===== src/rtl/cpu_types_pkg.sv =====
// Shared CPU types: register index and pipeline-controller state encoding.
package cpu_types_pkg;

  localparam int unsigned REG_W = 5;

  typedef logic [REG_W-1:0] regbits_t;

  typedef enum logic [1:0] {
    INIT   = 2'd0,
    RUN    = 2'd1,
    HALTED = 2'd2
  } pcstate_t;

endpackage


===== src/rtl/load_use_detect.sv =====
// Flags a load in EX whose destination is read by the instruction in ID.
module load_use_detect
  import cpu_types_pkg::*;
(
  input  logic     ex_MemRead,
  input  regbits_t ex_wsel,
  input  regbits_t id_rs,
  input  regbits_t id_rt,
  output logic     hazard_c
);

  // $zero never carries a real dependency
  assign hazard_c = ex_MemRead && (ex_wsel != '0) &&
                    ((ex_wsel == id_rs) || (ex_wsel == id_rt));

endmodule


===== src/rtl/pipeline_controller.sv =====
// Pipeline hazard/sequencing unit: cache-wait stalls, load-use bubbles,
// wrong-path squash and halt freeze for the five-stage pipeline.
module pipeline_controller
  import cpu_types_pkg::*;
#(
  parameter int unsigned CNT_W = 32
) (
  input  logic             CLK,
  input  logic             nRST,
  input  logic             ihit,
  input  logic             dhit,
  input  logic             mem_dREN,
  input  logic             mem_dWEN,
  input  logic             ex_MemRead,
  input  regbits_t         ex_wsel,
  input  regbits_t         id_rs,
  input  regbits_t         id_rt,
  input  logic             mem_branch_taken,
  input  logic             mem_jump,
  input  logic             wb_halt,
  output logic             iREN,
  output logic             dREN,
  output logic             dWEN,
  output logic             pc_en,
  output logic             fl_en,
  output logic             fl_flush,
  output logic             dl_en,
  output logic             dl_flush,
  output logic             el_en,
  output logic             el_flush,
  output logic             ml_en,
  output logic             ml_flush,
  output logic             halt,
  output logic [CNT_W-1:0] stall_cnt
);

  pcstate_t state, next_state;
  logic     ihit_seen, dhit_seen;
  logic     dmem_req_c, ifetch_done_c, dmem_done_c, advance_c, hazard_c;

  load_use_detect u_load_use_detect (
    .ex_MemRead (ex_MemRead),
    .ex_wsel    (ex_wsel),
    .id_rs      (id_rs),
    .id_rt      (id_rt),
    .hazard_c   (hazard_c)
  );

  assign dmem_req_c    = mem_dREN | mem_dWEN;
  assign ifetch_done_c = ihit | ihit_seen;
  assign dmem_done_c   = ~dmem_req_c | dhit | dhit_seen;
  assign halt          = (state == HALTED);

  // State, completion flags and stall counter
  always_ff @(posedge CLK) begin
    if (!nRST) begin
      state     <= INIT;
      ihit_seen <= 1'b0;
      dhit_seen <= 1'b0;
      stall_cnt <= '0;
    end else begin
      state <= next_state;
      if (advance_c) begin
        ihit_seen <= 1'b0;
        dhit_seen <= 1'b0;
      end else if (state == RUN) begin
        if (ihit)              ihit_seen <= 1'b1;
        if (dhit && dmem_req_c) dhit_seen <= 1'b1;
      end
      if ((state == RUN) && !advance_c && (stall_cnt != '1))
        stall_cnt <= stall_cnt + CNT_W'(1);
    end
  end

  // Next state and Mealy control outputs
  always_comb begin
    next_state = state;
    advance_c  = 1'b0;
    iREN       = 1'b0;
    dREN       = 1'b0;
    dWEN       = 1'b0;
    pc_en      = 1'b0;
    fl_en      = 1'b0;
    fl_flush   = 1'b0;
    dl_en      = 1'b0;
    dl_flush   = 1'b0;
    el_en      = 1'b0;
    el_flush   = 1'b0;
    ml_en      = 1'b0;
    ml_flush   = 1'b0;

    case (state)
      INIT: begin
        fl_flush   = 1'b1;
        dl_flush   = 1'b1;
        el_flush   = 1'b1;
        ml_flush   = 1'b1;
        next_state = RUN;
      end
      RUN: begin
        iREN = ~ihit_seen;
        dREN = mem_dREN & ~dhit_seen;
        dWEN = mem_dWEN & ~dhit_seen;
        if (wb_halt) begin
          next_state = HALTED;
        end else if (ifetch_done_c && dmem_done_c) begin
          advance_c = 1'b1;
          if (mem_branch_taken || mem_jump) begin
            pc_en    = 1'b1;
            fl_flush = 1'b1;
            dl_flush = 1'b1;
            el_flush = 1'b1;
            ml_en    = 1'b1;
          end else if (hazard_c) begin
            dl_flush = 1'b1;
            el_en    = 1'b1;
            ml_en    = 1'b1;
          end else begin
            pc_en = 1'b1;
            fl_en = 1'b1;
            dl_en = 1'b1;
            el_en = 1'b1;
            ml_en = 1'b1;
          end
        end
      end
      HALTED: next_state = HALTED;
      default: next_state = INIT;
    endcase
  end

endmodule


===== config.mk =====
export PLATFORM = sky130hd
export DESIGN_NAME = pipeline_controller
export DESIGN_NICKNAME = d
export VERILOG_FILES = /design/src/rtl/cpu_types_pkg.sv /design/src/rtl/load_use_detect.sv /design/src/rtl/pipeline_controller.sv
export SDC_FILE = /design/constraint.sdc
export NUM_CORES = 1
export LEC_CHECK = 0
export CELL_PAD_IN_SITES_DETAIL_PLACEMENT = 0
export CELL_PAD_IN_SITES_GLOBAL_PLACEMENT = 1
export CORE_MARGIN = 10
export CORE_UTILIZATION = 33
export CTS_CLUSTER_SIZE = 14
export DETAILED_ROUTE_END_ITERATION = 8
export GPL_TIMING_DRIVEN = 0
export PLACE_DENSITY_LB_ADDON = 0.08
export SYNTH_ARGS = -nofsm -noshare
export SYNTH_HDL_FRONTEND = slang
export SYNTH_SLANG_ARGS = --single-unit

===== constraint.sdc =====
create_clock -name CLK -period 2.3 [get_ports CLK]
set_clock_uncertainty 0.1 [all_clocks]
set_input_delay 0.23 -clock CLK [delete_from_list [all_inputs] [get_ports CLK]]
set_output_delay 0.23 -clock CLK [all_outputs]
set_load 0.01 [all_outputs]

==> images/clock_wires.png <==
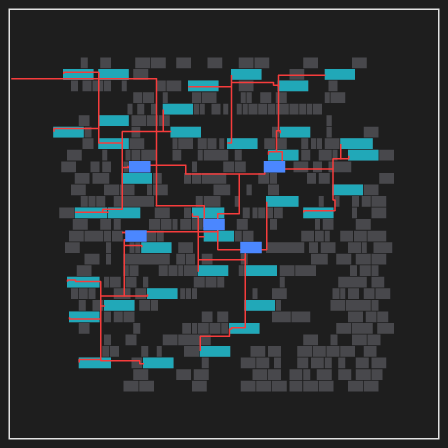
[cyan] flip-flops | count: 36
[blue] clock-net drivers | count: 5
[red] clock wires | length: 548 µm
routed clock nets: 6
clock network power consumption: 0.000557 W
clock network power share: 0.301
Latency at later pin: 290 ps

==> images/sizing.png <==
The bar under the picture is 20 µm long.
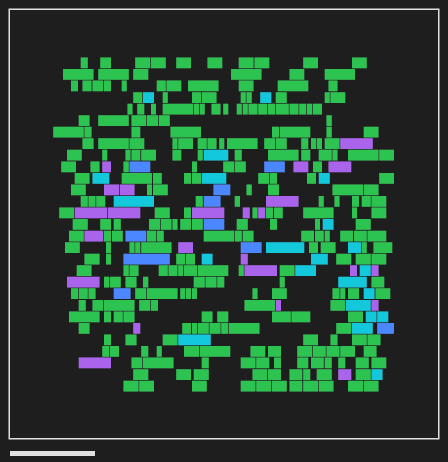
[green] x1 and smaller | cells: 290 | share: 84%
[cyan] x3 and x4 | cells: 22 | share: 6.4%
[blue] x6 and larger | cells: 10 | share: 2.9%
[purple] x2 | cells: 24 | share: 6.9%

==> images/placed.png <==
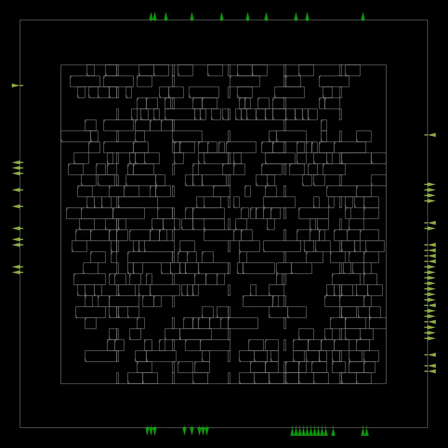
Core Area: 6350 µm²
filler-free cell count of the finished design: 423
number of sequential storage elements: 36
filler cell count: 606

==> images/route_heat.png <==
20 x 20 tiles, from dark blue (low) to red (high), scaled to the fullest tile. Values are wire area over tile area, all layers added.
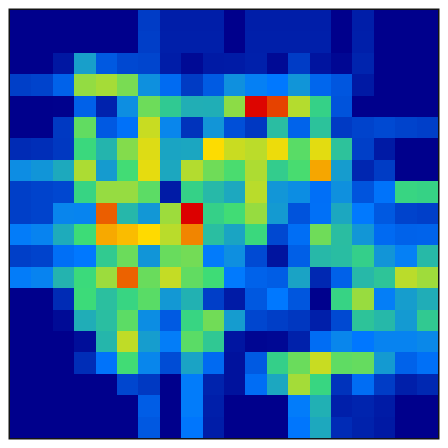
emptiest ninth of the die: north-east
densest ninth of the die: center
tiles over half the peak: 17%

==> images/ff_map.png <==
The bar under the picture is 20 µm long. Other sequential cells in the stronger gray, the rest of the logic in the fainter gray.
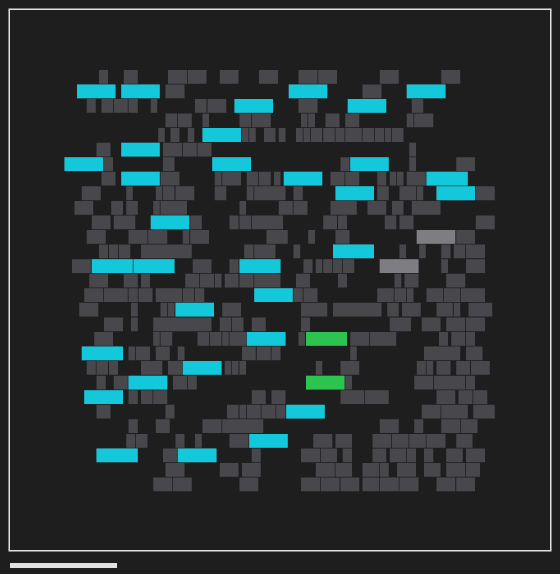
[cyan] stall_cnt | placed flops: 32
[green] state | placed flops: 2
not colored: 2
area taken by flip-flops and latches: 731 µm²
power of the sequential group: 0.000693 W
sequential share of cell area: 0.227
utilization after layout: 0.506

-- metrics by stage --
step                power [W]  area (µm²)
finish                0.00185        3210
global route          0.00198        3210
CTS                   0.00187        3120
detailed placement    0.00128        2950
global placement      0.00127        2950
floorplan            0.000990        2160
-- kinds of logic (layout without fill, tap and decap cells) --
logic type / count (synthesis) / count (layout) / share of synthesized area
simple gates: 120 / 120 / 0.320
compound gates: 59 / 59 / 0.181
flops: 36 / 36 / 0.334
buf+inv: 23 / 106 / 0.0504
mux: 11 / 11 / 0.0510
xor+xnor: 10 / 10 / 0.0406
fa+ha+maj: 4 / 4 / 0.0232
-- power by group --
group          internal (W)  total (W)  switching (W)
Sequential         0.000658   0.000693      0.0000344
Clock              0.000322   0.000557       0.000235
Combinational      0.000308   0.000600       0.000292
-- synth_stat cells (all sizes together), types with 4 or more instances --
| cell type | count | area share |
|---|---|---|
| dfxtp | 36 | 0.33 |
| nand2 | 25 | 0.043 |
| a21oi | 24 | 0.056 |
| o31ai | 17 | 0.059 |
| or4 | 17 | 0.059 |
| nor2 | 15 | 0.027 |
| nand4 | 13 | 0.043 |
| mux2i | 11 | 0.051 |
| nand3 | 11 | 0.026 |
| inv | 10 | 0.017 |
| nand2b | 8 | 0.023 |
| buf | 7 | 0.023 |
| nor3 | 7 | 0.023 |
| nor4 | 7 | 0.020 |
| or3 | 7 | 0.020 |
| clkbuf | 6 | 0.010 |
| o21ai | 6 | 0.014 |
| xor2 | 6 | 0.024 |
| ha | 4 | 0.023 |
| xnor2 | 4 | 0.016 |
-- state kept, by name, summed over array words and instances, names as in the netlist --
| name | flops |
|---|---|
| stall_cnt | 32 |
| state | 2 |
| ihit_seen | 1 |
| dhit_seen | 1 |
==> Table 3: Implementation characteristics <==
Table: implementation figures

Parameter                              Value

Outcome
  Outcome    complete, no violations

Critical path
  R2R Setup Slk    140 ps
  CP Max Fanout    4
  Cells traversed along the worst timing path    clkdlybuf4s50_1 -> nor2_1 -> and2_1 -> or3_4 -> buf_4 -> o21bai_4 -> clkdlybuf4s15_1
  Worst reg2reg path endpoint    stall_cnt[16]
  Required time reported for the critical path endpoint    1970 ps
  Kind of critical path    in2out
  Worst setup path endpoint    el_flush
  Buffers & Inverters on Critical Path    3
  Setup crit start    dhit
  Depth of the most critical reg-to-reg path    6
  Reg-to-reg critical path startpoint    stall_cnt[21]
  Logic depth of the worst setup path including buffers    7

Synth
  Async SR Flop Fraction    0
  Synthesized chip area reported by yosys    2160 µm²
  Seq/Total Area, Yosys    0.334
  Post-synthesis cell count    263
  Post-synthesis net count    292
  Cell total in the yosys stat output    263
  Mean Syn Cell Area    8.21 µm²
  Area of the mapped netlist    2160 µm²
  Synth warnings    0
  Number of library cell types mapped by synthesis    43
  Primary flip-flop cell chosen by synthesis mapping    sky130_fd_sc_hd__dfxtp_1

STA
  Setup repair after global routing missed its margin    no
  Shortest clock period the worst path allows after layout    2210 ps
  Post-Route Hold Slack    244 ps
  Highest attainable clock frequency    452 MHz
  Summed negative setup slack over all endpoints    0 ps
  Post-layout period usage of the worst path    0.961
  Number of pins exceeding their max-slew limit in the final report    0
  Slack of the critical path    89.9 ps

Clock tree
  Max Root-Sink Buffers    2
  Num Clock Sinks    36
  Number of hold buffers added after cts    0
  Clock tree from TritonCTS    built
  Number of clock buffers inserted by TritonCTS    5
  Setup fix buffers added after clock tree synthesis    3
  Clock transition at the registers of the reported paths    80 ps

Final layout
  Clock buffer cells    6
  Most frequently placed logic cell in the final layout    sky130_fd_sc_hd__clkdlybuf4s50_1
  Non-clock buffering overhead in the final layout    0.251
  NumNets Final    374
  Share of post-route cells with drive strength above 1    0.162
  Area added between synthesis and finish    48.9%
  Clock-cell share    0.0335
  Footprint of the multi-input gates    1430 µm²
  Layout multi-input combinational cell count    204
  Most frequent cells in the layout    59 x sky130_fd_sc_hd__clkdlybuf4s50_1, 28 x sky130_fd_sc_hd__dfxtp_1, 25 x sky130_fd_sc_hd__nand2_1
  Number of diodes added for antenna fixing    0

Placement
  Number of input and output port buffers inserted    69
  DP Worst Slack    -616 ps
  Placed wire-length estimate after detailed placement    5.09 mm
  Placer's final routability congestion estimate    0.719

Pwr
  Power per Cell Area    575 nW/µm²
  Largest voltage drop on the vdd net    405 µV
  Standby leakage power    1.09 nW

Global routing
  Met3 demand-to-capacity share in global routing    0.0535
  Number of global-route vias before repair    2158
  Met2 track utilization from global routing    0.196
  Maximum number of pins on one net before global-route repair    12
  Antenna violations before repair    0
  Gr busiest metal    met2
  Wire length of the first global-routing pass    11.0 mm

Route
  DR pass1 iterations    4
  Met1 wire length    3.07 mm
  DRC violation total after the first TritonRoute iteration    117
  Via count of the routed design    2287
  Top routing layer in use    met4
  Average wire per cell in the routed design    15.9 µm
  ANT nets after route    0
  Total wire length    6.73 mm

Floorplanning
  Die X    101 µm
  Number of cell rows    29
  Vertical die dimension    101 µm
  I/O pin count    70
  Initial cell density of the core    0.340

Min path
  Classification of the worst-slack hold path    in2reg
  Worst Hold Depth    4
  Hold EP    dhit_seen

Job
  Number of warning messages in the logs    28
  Max-capacitance violation count    0
Power and IR drop assume default switching activity.
